===== src/rtl/max_argmax_stream.sv =====
// max_argmax_stream
//    Streaming max-reduction engine. Each beat carries N lanes of DATA_W-bit
//    values. A pipelined comparator tree (one register stage per level)
//    reduces a beat to a single {value, lane} winner. An accumulator then folds
//    successive beats into a running maximum until in_last. It reports the
//    window maximum, its lane, its beat position and the window length.
//
// Ports
//    clk        rising-edge clock
//    reset      asynchronous, active-low reset
//    in_valid   beat present on in_data / in_last
//    in_ready   beat accepted when in_valid & in_ready
//    in_data    N lanes, lane i = in_data[i*DATA_W +: DATA_W]
//    in_last    final beat of the current window
//    out_valid  window result valid, held until out_ready
//    out_ready  downstream accepts the result
//    out_max    maximum over every lane and beat of the window
//    out_idx    lane of the winning element
//    out_beat   0-based beat of the winning element (saturating)
//    out_count  number of beats in the window (saturating)

module max_argmax_stream #(
   parameter int N      = 8,
   parameter int DATA_W = 8,
   parameter int SIGNED = 0,
   parameter int BEAT_W = 8,
   localparam int L     = $clog2(N),
   localparam int IDX_W = (L > 1) ? L : 1
) (
   input  logic                  clk,
   input  logic                  reset,
   input  logic                  in_valid,
   output logic                  in_ready,
   input  logic [N*DATA_W-1:0]   in_data,
   input  logic                  in_last,
   output logic                  out_valid,
   input  logic                  out_ready,
   output logic [DATA_W-1:0]     out_max,
   output logic [IDX_W-1:0]      out_idx,
   output logic [BEAT_W-1:0]     out_beat,
   output logic [BEAT_W-1:0]     out_count
);

   // Strict "a beats b" comparison. Ties return 0, so the left operand
   // (lower lane, or earlier beat) always survives a tie.
   function automatic logic greater(input logic [DATA_W-1:0] a,
                                    input logic [DATA_W-1:0] b);
      if (SIGNED != 0) return $signed(a) > $signed(b);
      return a > b;
   endfunction

   logic en;
   logic accept;

   // The whole pipeline freezes only while a finished result is waiting on
   // downstream. Every stage shares this single enable.
   assign en       = ~(out_valid & ~out_ready);
   assign in_ready = en;
   assign accept   = in_valid & en;

   // The tree is stored heap-style: node i has children 2i (left, lower
   // lanes) and 2i+1 (right). Nodes 1..N-1 are registers, and node 1 is the
   // root. Heap positions N..2N-1 are the input lanes themselves.
   logic [DATA_W-1:0] node_val [1:N-1];
   logic [IDX_W-1:0]  node_idx [1:N-1];
   logic [DATA_W-1:0] cand_val [2:2*N-1];
   logic [IDX_W-1:0]  cand_idx [2:2*N-1];
   logic [DATA_W-1:0] nxt_val  [1:N-1];
   logic [IDX_W-1:0]  nxt_idx  [1:N-1];

   // Per-level valid and last tags. Bit 0 belongs to the level fed directly
   // by the input lanes, and bit L-1 belongs to the root.
   logic [L-1:0] vld_pipe;
   logic [L-1:0] last_pipe;

   // Presents registered inner nodes and raw input lanes through one uniform
   // child view, so every node is computed the same way.
   always_comb begin
      for (int j = 2; j < N; j++) begin
         cand_val[j] = node_val[j];
         cand_idx[j] = node_idx[j];
      end
      for (int j = N; j < 2 * N; j++) begin
         cand_val[j] = in_data[(j - N) * DATA_W +: DATA_W];
         cand_idx[j] = IDX_W'(j - N);
      end
   end

   // Each node takes the right child only if it is strictly larger. The lowest
   // lane holding the maximum therefore reaches the root.
   always_comb begin
      for (int i = 1; i < N; i++) begin
         nxt_val[i] = cand_val[2 * i];
         nxt_idx[i] = cand_idx[2 * i];
         if (greater(cand_val[2 * i + 1], cand_val[2 * i])) begin
            nxt_val[i] = cand_val[2 * i + 1];
            nxt_idx[i] = cand_idx[2 * i + 1];
         end
      end
   end

   // All tree levels advance together. Each level reads only the registers
   // of the level below, so one shared register update moves every beat up by
   // one level.
   always_ff @(posedge clk or negedge reset) begin
      if (!reset) begin
         vld_pipe  <= '0;
         last_pipe <= '0;
         for (int i = 1; i < N; i++) begin
            node_val[i] <= '0;
            node_idx[i] <= '0;
         end
      end else if (en) begin
         vld_pipe[0]  <= accept;
         last_pipe[0] <= in_last;
         for (int k = 1; k < L; k++) begin
            vld_pipe[k]  <= vld_pipe[k - 1];
            last_pipe[k] <= last_pipe[k - 1];
         end
         for (int i = 1; i < N; i++) begin
            node_val[i] <= nxt_val[i];
            node_idx[i] <= nxt_idx[i];
         end
      end
   end

   logic              root_vld;
   logic              root_last;
   logic              acc_full;
   logic [DATA_W-1:0] acc_val;
   logic [IDX_W-1:0]  acc_idx;
   logic [BEAT_W-1:0] acc_beat;
   logic [BEAT_W-1:0] cnt;
   logic [DATA_W-1:0] m_val;
   logic [IDX_W-1:0]  m_idx;
   logic [BEAT_W-1:0] m_beat;
   logic [BEAT_W-1:0] m_cnt;

   assign root_vld  = vld_pipe[L - 1];
   assign root_last = last_pipe[L - 1];

   // Merges the root winner into the running window state. The running count
   // equals the index of the incoming beat, and it stops at all-ones.
   // Replacement is strict, so the earliest beat keeps a tied maximum.
   always_comb begin
      m_val  = node_val[1];
      m_idx  = node_idx[1];
      m_beat = '0;
      m_cnt  = BEAT_W'(1);
      if (acc_full) begin
         m_cnt = (cnt == '1) ? cnt : cnt + BEAT_W'(1);
         if (greater(node_val[1], acc_val)) begin
            m_beat = cnt;
         end else begin
            m_val  = acc_val;
            m_idx  = acc_idx;
            m_beat = acc_beat;
         end
      end
   end

   // A last beat publishes the merged result and empties the accumulator.
   // Any other beat just updates it. out_valid is recomputed whenever the
   // pipeline moves. That lets a new result replace one being taken in the
   // same cycle.
   always_ff @(posedge clk or negedge reset) begin
      if (!reset) begin
         acc_full  <= 1'b0;
         acc_val   <= '0;
         acc_idx   <= '0;
         acc_beat  <= '0;
         cnt       <= '0;
         out_valid <= 1'b0;
         out_max   <= '0;
         out_idx   <= '0;
         out_beat  <= '0;
         out_count <= '0;
      end else if (en) begin
         out_valid <= root_vld & root_last;
         if (root_vld) begin
            if (root_last) begin
               out_max   <= m_val;
               out_idx   <= m_idx;
               out_beat  <= m_beat;
               out_count <= m_cnt;
               acc_full  <= 1'b0;
            end else begin
               acc_val   <= m_val;
               acc_idx   <= m_idx;
               acc_beat  <= m_beat;
               cnt       <= m_cnt;
               acc_full  <= 1'b1;
            end
         end
      end
   end

endmodule


===== config.mk =====
export PLATFORM = sky130hd
export DESIGN_NAME = max_argmax_stream
export DESIGN_NICKNAME = d
export VERILOG_FILES = /design/src/rtl/max_argmax_stream.sv
export SDC_FILE = /design/constraint.sdc
export NUM_CORES = 1
export LEC_CHECK = 0
export ABC_AREA = 0
export CAP_MARGIN = 20
export CORE_ASPECT_RATIO = 1.5
export CORE_MARGIN = 4
export CORE_UTILIZATION = 45
export DETAILED_ROUTE_END_ITERATION = 10
export PLACE_DENSITY = 0.64
export SLEW_MARGIN = 20
export SYNTH_ARGS = -nofsm -noshare
export SYNTH_HDL_FRONTEND = slang
export SYNTH_SLANG_ARGS = --single-unit

===== constraint.sdc =====
create_clock -name clk -period 3.3 [get_ports clk]
set_clock_uncertainty 0.15 [all_clocks]
set_input_delay 0.495 -clock clk [delete_from_list [all_inputs] [get_ports clk]]
set_output_delay 0.495 -clock clk [all_outputs]
set_load 0.02 [all_outputs]

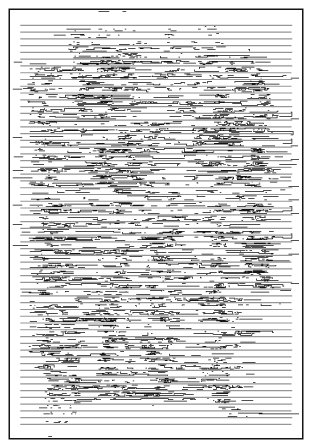
(the metal 1 layer)
Supply wires on this layer in grey.
wire length on this layer	7830 um
main direction	horizontal
longest straight run	26.2 um
share of all routed wire	41%
global routing usage on met1: 21.1%
via count: 6761

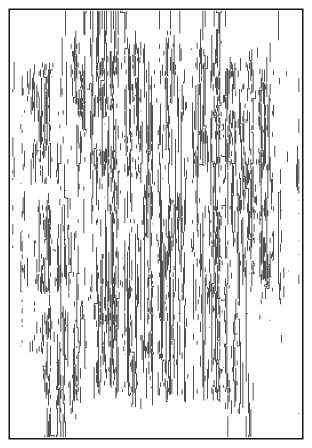
(M2 wires)
main direction	vertical
longest straight run	70.0 um
wire length on this layer	10300 um
share of all routed wire	54%
nets with wire on the layer	851

==> results.txt <==
Notes on the flow outputs.

- Counting pins that exceed their max-slew limit in the final report gives 0.
- The number of non-filler instances in the completed layout reads 1195.
- The cell count after placement reads 1163.
- The synthesized-area fraction occupied by ao, oa, aoi and oai cells reads 23.0%.
- The endpoint arrival time on the critical path is 2.94 ns.
- The post-synth tally of flip-flops with integrated enable reads 0.
- The cell type with the largest total area after synthesis is sky130_fd_sc_hd__dfrtp_1.
- Of the total synthesized cell area, the portion taken by full adders, half adders and majority gates is 10.1%.
- The average footprint of a synthesized cell is 9.05 sq um.
- The total inserted antenna cells is 0.
- The first routing iteration left 495 violations.
- The fraction of power consumed by the clock network reads 23.0%.
- The floorplan report gives the top-level pin count as 98.
- The final tally of setup violations reads 0.
- The internal cell power reads 5.26 mW.
- The sequential group share of total power is 30.2%.
- The clock transition at the registers of the reported paths reads 0.06 ns.
- The synthesized netlist cell count is 893.
- Buffers added to address setup during post-CTS repair amount to 0.
- The count of yosys warnings during synthesis reads 0.
- The fraction of registers with async set/reset is 100%.
- The area share of the leading cell type in the synthesized netlist is 40.6%.
- The total power of the final layout reads 8.78 mW.
- The die outline area reads 20200 sq um.
- Summing every instance area after synthesis gives 8080 sq um.
- The stage logs contain a warning count of 28.
- The post-synthesis share of cell area spent on xor and xnor gates reads 0.217%.
- The post-placement setup slack reads 0.330 ns.
- The placer's final routability congestion estimate reads 0.825.
- The total of max-cap violations reads 0.
- The pin count of the biggest net entering global routing is 102.
- The synthesized netlist was found by Yosys to have 893 cells.
- The total non-filler cell area in the finished layout is 9860 sq um.
- The clock latency of the later-clocked register in the worst-skew pair reads 0.42 ns.
- After filler insertion, the fill cell instance count of the layout stands at 1617.
- The script extracted a total leakage power of 4.57 nW.
- In this run the worst path has a maximum fanout of 19.
- The die height is 172 um.
- The CTS tree is built.
- The type of the most critical hold path reads in2async.
- The slowest library cell on the worst path is sky130_fd_sc_hd__a211oi_2.
- The first-pass GRT wire length reads 32.0 mm.
- The worst hold slack across all endpoints reads 0.0161 ns.
- Recorded from the global router log, the overflow total was 0.
- The combinational share of power reads 46.8%.
- The unique cell type count in the Yosys netlist is 54.
- The top achievable clock speed is 359 MHz.
- The data required time of the worst path is 3.45 ns.
- The pin slew with the least headroom to its limit is 0.985 ns.
- The fraction of the core area occupied by cells at floorplan reads 46.2%.
- For the worst flop-to-flop path, the logic depth is 6.
- The final tally of hold violations reads 0.
- The kind of end point of the critical path reads a flop.
- The post-route antenna net violation count reads 0.
- The number of gates resized after cts reads 0.
- The area of the core region reads 17500 sq um.
- The per-cell via count in the routed design reads 5.66.
- Measured on the finished design, the core utilization comes to 56.4%.
- The finished design was reported to have a net count of 1103.
- The final setup TNS is 0 ns.
- For this run the detailed placement stage logged an HPWL of 13.8 mm.
- The iteration count recorded for the first detailed-route pass is 4.
- The number of global-route vias before repair reads 6806.
- The net switching power reads 3.52 mW.
- Across the VDD grid, the largest voltage drop is 0.360 mV.
- The launching element type of the critical path is a flop.
- The H-tree generated during clock tree synthesis spans 4 levels.
- For this design the ratio of total power to cell area is 890 nW/um^2.
- The detailed-route wire length per cell reads 15.9 um.
- By area the synthesized netlist is led by sky130_fd_sc_hd__dfrtp_1 41%, sky130_fd_sc_hd__ha_1 10%, sky130_fd_sc_hd__nand2_1 4.7%, sky130_fd_sc_hd__a31oi_1 4.0%, sky130_fd_sc_hd__o211ai_1 3.8%.
- The startpoint of the worst-slack reg-to-reg timing path is node_val[55]$_DFFE_PN0N_.
- The post-layout minimum cycle time reads 2.78 ns.
- The root cell of the clock tree reads sky130_fd_sc_hd__clkbuf_16.
- Counting instances in the post-synthesis netlist gives the leading cell types as 131 x sky130_fd_sc_hd__dfrtp_1, 102 x sky130_fd_sc_hd__nand2_1, 68 x sky130_fd_sc_hd__inv_1.
- The number of buffer and inverter stages on the critical path reads 0.
- The clock tree has to reach 131 sinks.
- The number of rows in the core area is 59.
- The dominant combinational cell family by area after synthesis reads AND-OR/OR-AND gates.
- The remaining max-slew budget at the tightest pin reads 34.3%.
- The hold-fix buffer count after cts is 0.
- The area growth from synthesis to layout reads 22.1%.
- The commonest register cell after synthesis reads sky130_fd_sc_hd__dfrtp_1.
- The reg-to-reg endpoint reads acc_val[2]$_DFFE_PN0P_.
- After Yosys synthesis, and, or, nand and nor cells account for 18.3% of the synthesized area.
- The global routing report lists combined usage of all routing layers as 19.1%.
- The maximum clock path buffer count reads 2.
- STA reports a reg2reg setup slack of 0.52 ns.
- The flow ran to the end, and the final reports show no timing, DRC or antenna violations.
- The number of CTS-inserted buffers reads 17.
- The sequential element share of the synthesized area is 40.6%.
- Listed in order, past its start point the critical path passes ha_1 -> nand4_1 -> nor2_1 -> a211oi_2 -> o21ai_2 -> mux2_2.
- The kind of cell adding the most delay to the critical path is AND-OR/OR-AND gates.
- The placed instances occupy a cell area of 9230 sq um.
- Of the cells placed in the final design, the portion with a size suffix greater than 1 is 7.54%.
- The fraction of power spent switching nets reads 40.1%.
- Per the OpenROAD floorplan log, the width of the die is 117 um.
- The most instantiated library cell after synthesis is sky130_fd_sc_hd__dfrtp_1.
- The number of antenna violations at the first check in global routing is 0.
- The tally of buffers added on design ports is 97.
- The critical setup path kind is reg2reg.
- The post-synthesis register bit count reads 131.
- Post-synthesis, Yosys gives the total cell area as 8080 sq um.
- Setup repair after global routing left no endpoint under its margin.
- The worst-case setup margin in the final layout reads 0.515 ns.
- After layout, the worst path uses 84.4% of the clock period.
- The post-synthesis mux area share reads 1.80%.
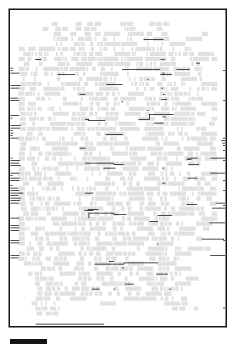
(metal 3)
The bar under the picture is 20 um long. Cells faint in the background.
main direction	horizontal
nets with wire on the layer	79
share of all routed wire	2.8%
longest straight run	37.0 um
wire length on this layer	534 um
met3 global-route usage: 3.83%
drt total wl: 19.1 mm

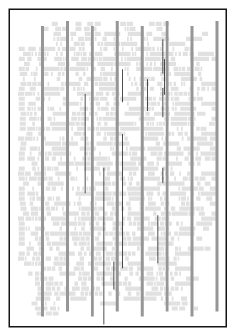
(M4 wires)
Supply wires on this layer in grey. Cells faint in the background.
wire length on this layer	348 um
nets with wire on the layer	9
longest straight run	85.0 um

## power groups by stage
stage | combinational [mW] | clock, mW | sequential (mW)
2_1_floorplan | 2.84 | 0 | 2.72
3_3_place_gp | 4.04 | 0 | 2.67
3_5_place_dp | 4.13 | 0 | 2.68
4_1_cts | 4.15 | 2.05 | 2.66
5_1_grt | 4.61 | 2.12 | 2.75
6_report | 4.11 | 2.02 | 2.65
## cell families (layout without fill, tap and decap cells)
group | count (synthesis) | in the layout
and+or+nand+nor | 286 | 286
DFF | 131 | 131
xor gates and xnor gates | 2 | 2
muxes | 13 | 13
buffers and inverters | 124 | 213
AOI/OAI and AO/OA | 272 | 272
adders and majority gates | 65 | 65
## worst max-delay path by stage
stage	depth (start not counted)	startpoint	slack (ns)	endpoint
4_1_cts	6	node_val[55]$_DFFE_PN0N_	0.48	acc_val[2]$_DFFE_PN0P_
5_1_grt	6	node_val[55]$_DFFE_PN0N_	0.29	acc_val[2]$_DFFE_PN0P_
6_report	6	node_val[55]$_DFFE_PN0N_	0.52	acc_val[2]$_DFFE_PN0P_
2_1_floorplan	7	in_data[53]	1.02	cand_val[65]$_DFFE_PN0N_
3_3_place_gp	8	in_data[3]	0.38	cand_val[92]$_DFFE_PN0N_
3_5_place_dp	8	in_data[3]	0.33	cand_val[95]$_DFFE_PN0N_
## flip-flops by register name, indices dropped and copies added, names as in the netlist
name       count
out_max        8
cand_val      48
cand_idx      10
last_pipe      3
acc_full       1
acc_val        8
acc_beat       8
out_beat       8
out_idx        3
vld_pipe       3
node_val       8
acc_idx        3
node_idx       3
cnt            8
out_count      8
out_valid      1
## layout by cell type, fill, tap and decap left out, drive strengths merged, types with 3 or more instances in the layout
cell type        n
clkbuf          19
mux2            12
a21o            11
a21oi           32
o311ai           8
or3              8
dfrtp          131
clkinv           4
nand4           22
and3b            7
a41o             3
nand3           14
a31oi           52
and3            40
a221o            8
a22o             3
nand2          102
buf             17
a211oi          10
o211ai          41
a22oi            7
and4             3
or2              6
o21ai           44
nor2b            6
clkdlybuf4s50   96
nor2            35
o21a             6
a41oi            4
inv             70
a21boi           5
a211o            5
and2            31
bufinv           4
o31ai           29
clkinvlp         3
ha              65
## metal layers
metal | vias to the layer above | track usage, % | wire length [um]
li1 | 3431 | - | -
met1 | 3170 | 21.1 | 7830
met2 | 132 | 36.7 | 10300
met3 | 28 | 3.83 | 533
met4 | 0 | 6.74 | 348
met5 | - | 0 | 0
## final cells by class
cell class | count | area, sq um | share of cell area [%]
Multi-Input combinational cell | 638 | 4320 | 43.8
Clock buffer | 19 | 453 | 4.59
Inverter | 68 | 255 | 2.59
Timing Repair Buffer | 113 | 1110 | 11.3
Sequential cell | 131 | 3280 | 33.2
Tap cell | 213 | 267 | 2.70
Clock inverter | 13 | 180 | 1.83
Power is estimated from default activity; no workload was simulated.
